congestion_map.png
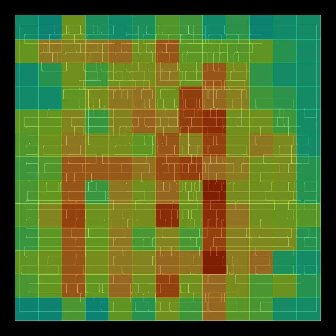
closeup.png
Region (32, 14) to (57, 39) um. Cells in grey, sequential cells in the stronger grey; small squares are vias.
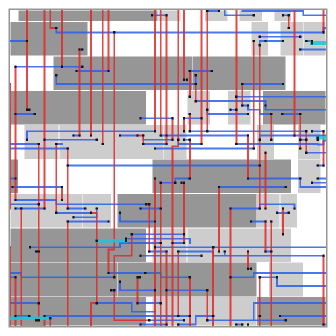
ff_map.png
Drawn at 3 px/um.
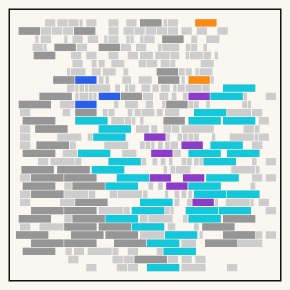
gates.png
Drawn at 3 px/um.
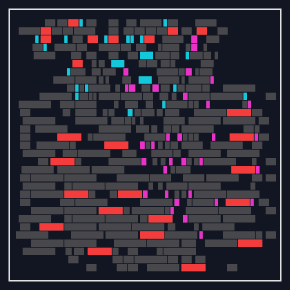
[config.mk]
export PLATFORM = sky130hd
export DESIGN_NAME = mem_write_buffer
export DESIGN_NICKNAME = d
export VERILOG_FILES = /design/src/rtl/mem_write_buffer.sv
export SDC_FILE = /design/constraint.sdc
export NUM_CORES = 1
export LEC_CHECK = 0
export CAP_MARGIN = 20
export CELL_PAD_IN_SITES_DETAIL_PLACEMENT = 0
export CELL_PAD_IN_SITES_GLOBAL_PLACEMENT = 1
export CORE_UTILIZATION = 49
export CTS_BUF_LIST = sky130_fd_sc_hd__clkbuf_4 sky130_fd_sc_hd__clkbuf_8
export DETAILED_ROUTE_END_ITERATION = 16
export PLACE_DENSITY = 0.95
export SLEW_MARGIN = 40
export SYNTH_ARGS = -nofsm -noshare
export SYNTH_HDL_FRONTEND = slang
export SYNTH_SLANG_ARGS = --single-unit
[constraint.sdc]
create_clock -name clk -period 3.3 [get_ports clk]
set_input_delay 0.66 -clock clk [delete_from_list [all_inputs] [get_ports clk]]
set_output_delay 0.66 -clock clk [all_outputs]
set_load 0.03 [all_outputs]
[src/rtl/mem_write_buffer.sv]
// ---------------------------------------------------------------------------
// mem_write_buffer
//
// Bridge between the core's memory port and a single-port synchronous data
// memory. Core writes are posted into a small FIFO and drained to memory one
// per cycle while the bridge is idle. Core reads are only accepted once the
// FIFO is empty, so a read always observes the newest written data.
//
// Ports
//   clk, rst         : clock, synchronous active-high reset
//   core_req_*       : core request channel (valid/ready handshake)
//   core_rsp_valid   : one-cycle pulse, read data available
//   core_rsp_rdata   : read data, held until the next response
//   mem_addr/wdata   : memory address / write data
//   mem_we / mem_re  : memory write / read strobes (never both high)
//   mem_rdata        : memory read data, valid the cycle after an accepted read
//   mem_ready        : memory can take an operation this cycle
//   buf_count        : number of occupied FIFO entries
// ---------------------------------------------------------------------------
module mem_write_buffer #(
    parameter int DATA_WIDTH = 8,
    parameter int DEPTH      = 4,
    parameter int CNT_W      = 3
) (
    input  logic                  clk,
    input  logic                  rst,
    input  logic                  core_req_valid,
    input  logic                  core_req_we,
    input  logic [DATA_WIDTH-1:0] core_req_addr,
    input  logic [DATA_WIDTH-1:0] core_req_wdata,
    output logic                  core_req_ready,
    output logic                  core_rsp_valid,
    output logic [DATA_WIDTH-1:0] core_rsp_rdata,
    output logic [DATA_WIDTH-1:0] mem_addr,
    output logic [DATA_WIDTH-1:0] mem_wdata,
    output logic                  mem_we,
    output logic                  mem_re,
    input  logic [DATA_WIDTH-1:0] mem_rdata,
    input  logic                  mem_ready,
    output logic [CNT_W-1:0]      buf_count
);

    localparam int PTR_W = (DEPTH > 1) ? $clog2(DEPTH) : 1;

    typedef enum logic [1:0] {
        IDLE,
        RD_ISSUE,
        RD_WAIT,
        RD_RESP
    } state_t;

    state_t state_q, state_d;

    // FIFO storage: small enough to live in registers, so no reset and a
    // combinational head read.
    logic [DATA_WIDTH-1:0] fifo_addr_q [DEPTH];
    logic [DATA_WIDTH-1:0] fifo_data_q [DEPTH];

    logic [PTR_W-1:0]      wr_ptr_q, wr_ptr_d;
    logic [PTR_W-1:0]      rd_ptr_q, rd_ptr_d;
    logic [CNT_W-1:0]      count_q, count_d;
    logic [DATA_WIDTH-1:0] rd_addr_q, rd_addr_d;
    logic [DATA_WIDTH-1:0] rsp_rdata_q, rsp_rdata_d;

    logic                  fifo_full;
    logic                  fifo_empty;
    logic                  push;
    logic                  pop;
    logic                  rd_accept;
    logic [DATA_WIDTH-1:0] head_addr;
    logic [DATA_WIDTH-1:0] head_data;

    assign fifo_full  = (count_q == CNT_W'(DEPTH));
    assign fifo_empty = (count_q == '0);
    assign head_addr  = fifo_addr_q[rd_ptr_q];
    assign head_data  = fifo_data_q[rd_ptr_q];

    // Ready depends on the request type. The write side looks only at the
    // pre-pop occupancy, so a full FIFO refuses a write even while draining.
    // Reads wait until every posted write has reached memory.
    always_comb begin
        core_req_ready = 1'b0;
        if (core_req_we) begin
            core_req_ready = !fifo_full;
        end else begin
            core_req_ready = fifo_empty && (state_q == IDLE);
        end
    end

    assign push      = core_req_valid && core_req_we && !fifo_full;
    assign rd_accept = core_req_valid && !core_req_we && fifo_empty && (state_q == IDLE);
    assign pop       = (state_q == IDLE) && !fifo_empty && mem_ready;

    // -----------------------------------------------------------------------
    // FIFO pointers and occupancy
    // -----------------------------------------------------------------------
    always_comb begin
        wr_ptr_d = wr_ptr_q;
        rd_ptr_d = rd_ptr_q;
        count_d  = count_q;
        if (push) begin
            wr_ptr_d = wr_ptr_q + PTR_W'(1);
        end
        if (pop) begin
            rd_ptr_d = rd_ptr_q + PTR_W'(1);
        end
        case ({push, pop})
            2'b10:   count_d = count_q + CNT_W'(1);
            2'b01:   count_d = count_q - CNT_W'(1);
            default: count_d = count_q;
        endcase
    end

    always_ff @(posedge clk) begin
        if (push && !rst) begin
            fifo_addr_q[wr_ptr_q] <= core_req_addr;
            fifo_data_q[wr_ptr_q] <= core_req_wdata;
        end
    end

    // -----------------------------------------------------------------------
    // Read-sequencing FSM
    // -----------------------------------------------------------------------
    always_comb begin
        state_d     = state_q;
        rd_addr_d   = rd_addr_q;
        rsp_rdata_d = rsp_rdata_q;
        case (state_q)
            IDLE: begin
                if (rd_accept) begin
                    rd_addr_d = core_req_addr;
                    state_d   = RD_ISSUE;
                end
            end
            RD_ISSUE: begin
                // The read only counts once the memory has taken it.
                if (mem_ready) begin
                    state_d = RD_WAIT;
                end
            end
            RD_WAIT: begin
                // Memory data is valid in the cycle after the accepted read.
                rsp_rdata_d = mem_rdata;
                state_d     = RD_RESP;
            end
            RD_RESP: begin
                state_d = IDLE;
            end
            default: begin
                state_d = IDLE;
            end
        endcase
    end

    always_ff @(posedge clk) begin
        if (rst) begin
            state_q     <= IDLE;
            wr_ptr_q    <= '0;
            rd_ptr_q    <= '0;
            count_q     <= '0;
            rd_addr_q   <= '0;
            rsp_rdata_q <= '0;
        end else begin
            state_q     <= state_d;
            wr_ptr_q    <= wr_ptr_d;
            rd_ptr_q    <= rd_ptr_d;
            count_q     <= count_d;
            rd_addr_q   <= rd_addr_d;
            rsp_rdata_q <= rsp_rdata_d;
        end
    end

    // -----------------------------------------------------------------------
    // Memory-side outputs: sourced from the FIFO head or the latched read
    // address only, never from the core request inputs. Address/data fall
    // back to zero when no operation is pending so the bus is quiet after
    // reset.
    // -----------------------------------------------------------------------
    always_comb begin
        mem_we    = 1'b0;
        mem_re    = 1'b0;
        mem_addr  = '0;
        mem_wdata = '0;
        if ((state_q == IDLE) && !fifo_empty) begin
            mem_addr  = head_addr;
            mem_wdata = head_data;
            mem_we    = mem_ready;
        end else if (state_q == RD_ISSUE) begin
            mem_addr = rd_addr_q;
            mem_re   = mem_ready;
        end
    end

    assign core_rsp_valid = (state_q == RD_RESP);
    assign core_rsp_rdata = rsp_rdata_q;
    assign buf_count      = count_q;

endmodule
==> flow_metrics.py <==
# Synthesis and PnR figures
metrics = {
    "outcome": {
        "status": "finished clean",
    },
    "cts": {
        "insertion_delay_ps": 350,
        "post_cts_buffers": 0,
        "cts_buffers": 9,
        "root_buffer": "clkbuf_8",
    },
    "synthesis": {
        "common_cells": "edfxtp_1, dfxtp_1, nand2_1, nor2_1",
        "synth.net_count": 302,
        "syn_avg_cell_area_sq_um": 14.42,
        "ys_cells": 263,
        "yosysWarnings": 0,
        "flop_cell": "edfxtp_1",
        "syn_inst": 263,
    },
    "critical_path": {
        "crit_family": "buffers and inverters",
        "slowest_stage": "clkdlybuf4s50_1",
        "slowest_delay_ps": 700,
        "timing_worst_setup_path_type": "reg -> out",
        "path_buffers": 3,
    },
    "sta": {
        "finalCriticalPeriod_ps": 3064,
        "worst_slack_ps": 235.8,
        "clock_skew_ps": 10.34,
        "rsz0062_at_grt": "no",
    },
    "power_and_ir_drop": {
        "power_density_nw_per_um2": 727.7,
        "power_leader": "registers",
        "powerClk_mw": 0.745,
        "powerComb_mw": 1.31,
        "combinationalPowerShare_pct": 38.3,
        "internal_power_mw": 2.240,
    },
    "placed_design": {
        "placed_area_sq_um": 4487,
        "gp_congestion": 0.7126,
        "place_ws_ps": 457.4,
    },
    "drt": {
        "dr.pass1.iters": 5,
        "drt_iter0_drc": 133,
    },
    "min_path": {
        "worstHoldStart": "rd_addr_q[1]",
    },
    "finish": {
        "final-comb-area_sq_um": 1197,
        "fin_nets": 367,
        "nMultiInputCombCells": 147,
        "fin_area_sq_um": 4687,
        "area_growth_pct": 23.59,
        "largestClassByArea": "flip-flops and latches",
    },
    "global_routing": {
        "grt_first_pass_wirelength_um": 11820,
    },
}
## Picture notes: congestion_map.png
post-layout util: 63.60%
GR Util met3: 2.876%
GR peak layer: met2

## Picture notes: closeup.png
[M2] red
[M3] cyan
[M1] blue
netlist names of flops here include: `fifo_addr_q` (7), `fifo_data_q` (2), `rd_addr_q` (2)
cells with their middle in the window: 29
most frequent: edfxtp_1 (9), mux4_2 (4)
sequential cells in the window: 11

## Picture notes: ff_map.png
[`fifo_addr_q`] cyan | flops: 32
[`state_q`] orange | flops: 2
[`rd_addr_q`] purple | flops: 8
[`buf_count`] blue | flops: 3

## Picture notes: gates.png
[nand cells] magenta | cells: 32
[mux cells] red | cells: 25 | where: widely spread
[nor cells] cyan | cells: 21

==> layout by cell type, fill, tap and decap left out, types with 2 or more instances in the layout <==
master	count
nand3_1	9
xor2_1	2
or3_1	3
edfxtp_1	64
nand2b_1	4
a21oi_1	14
buf_4	10
nand2_1	18
clkdlybuf4s50_1	59
and2_1	12
mux2i_1	9
ha_1	9
o21ai_0	4
clkbuf_4	3
clkinvlp_4	2
o21ai_1	16
mux4_2	16
or3b_1	3
nor2_1	17
clkbuf_8	9
inv_1	10
nor3b_2	3
dfxtp_1	27
==> metal layers <==
layer | wire [um] | track usage, %
met1 | 3355 | 26.17
met2 | 3577 | 30.71
met3 | 230 | 2.876
met4 | 91 | 8.065
met5 | 0 | 0
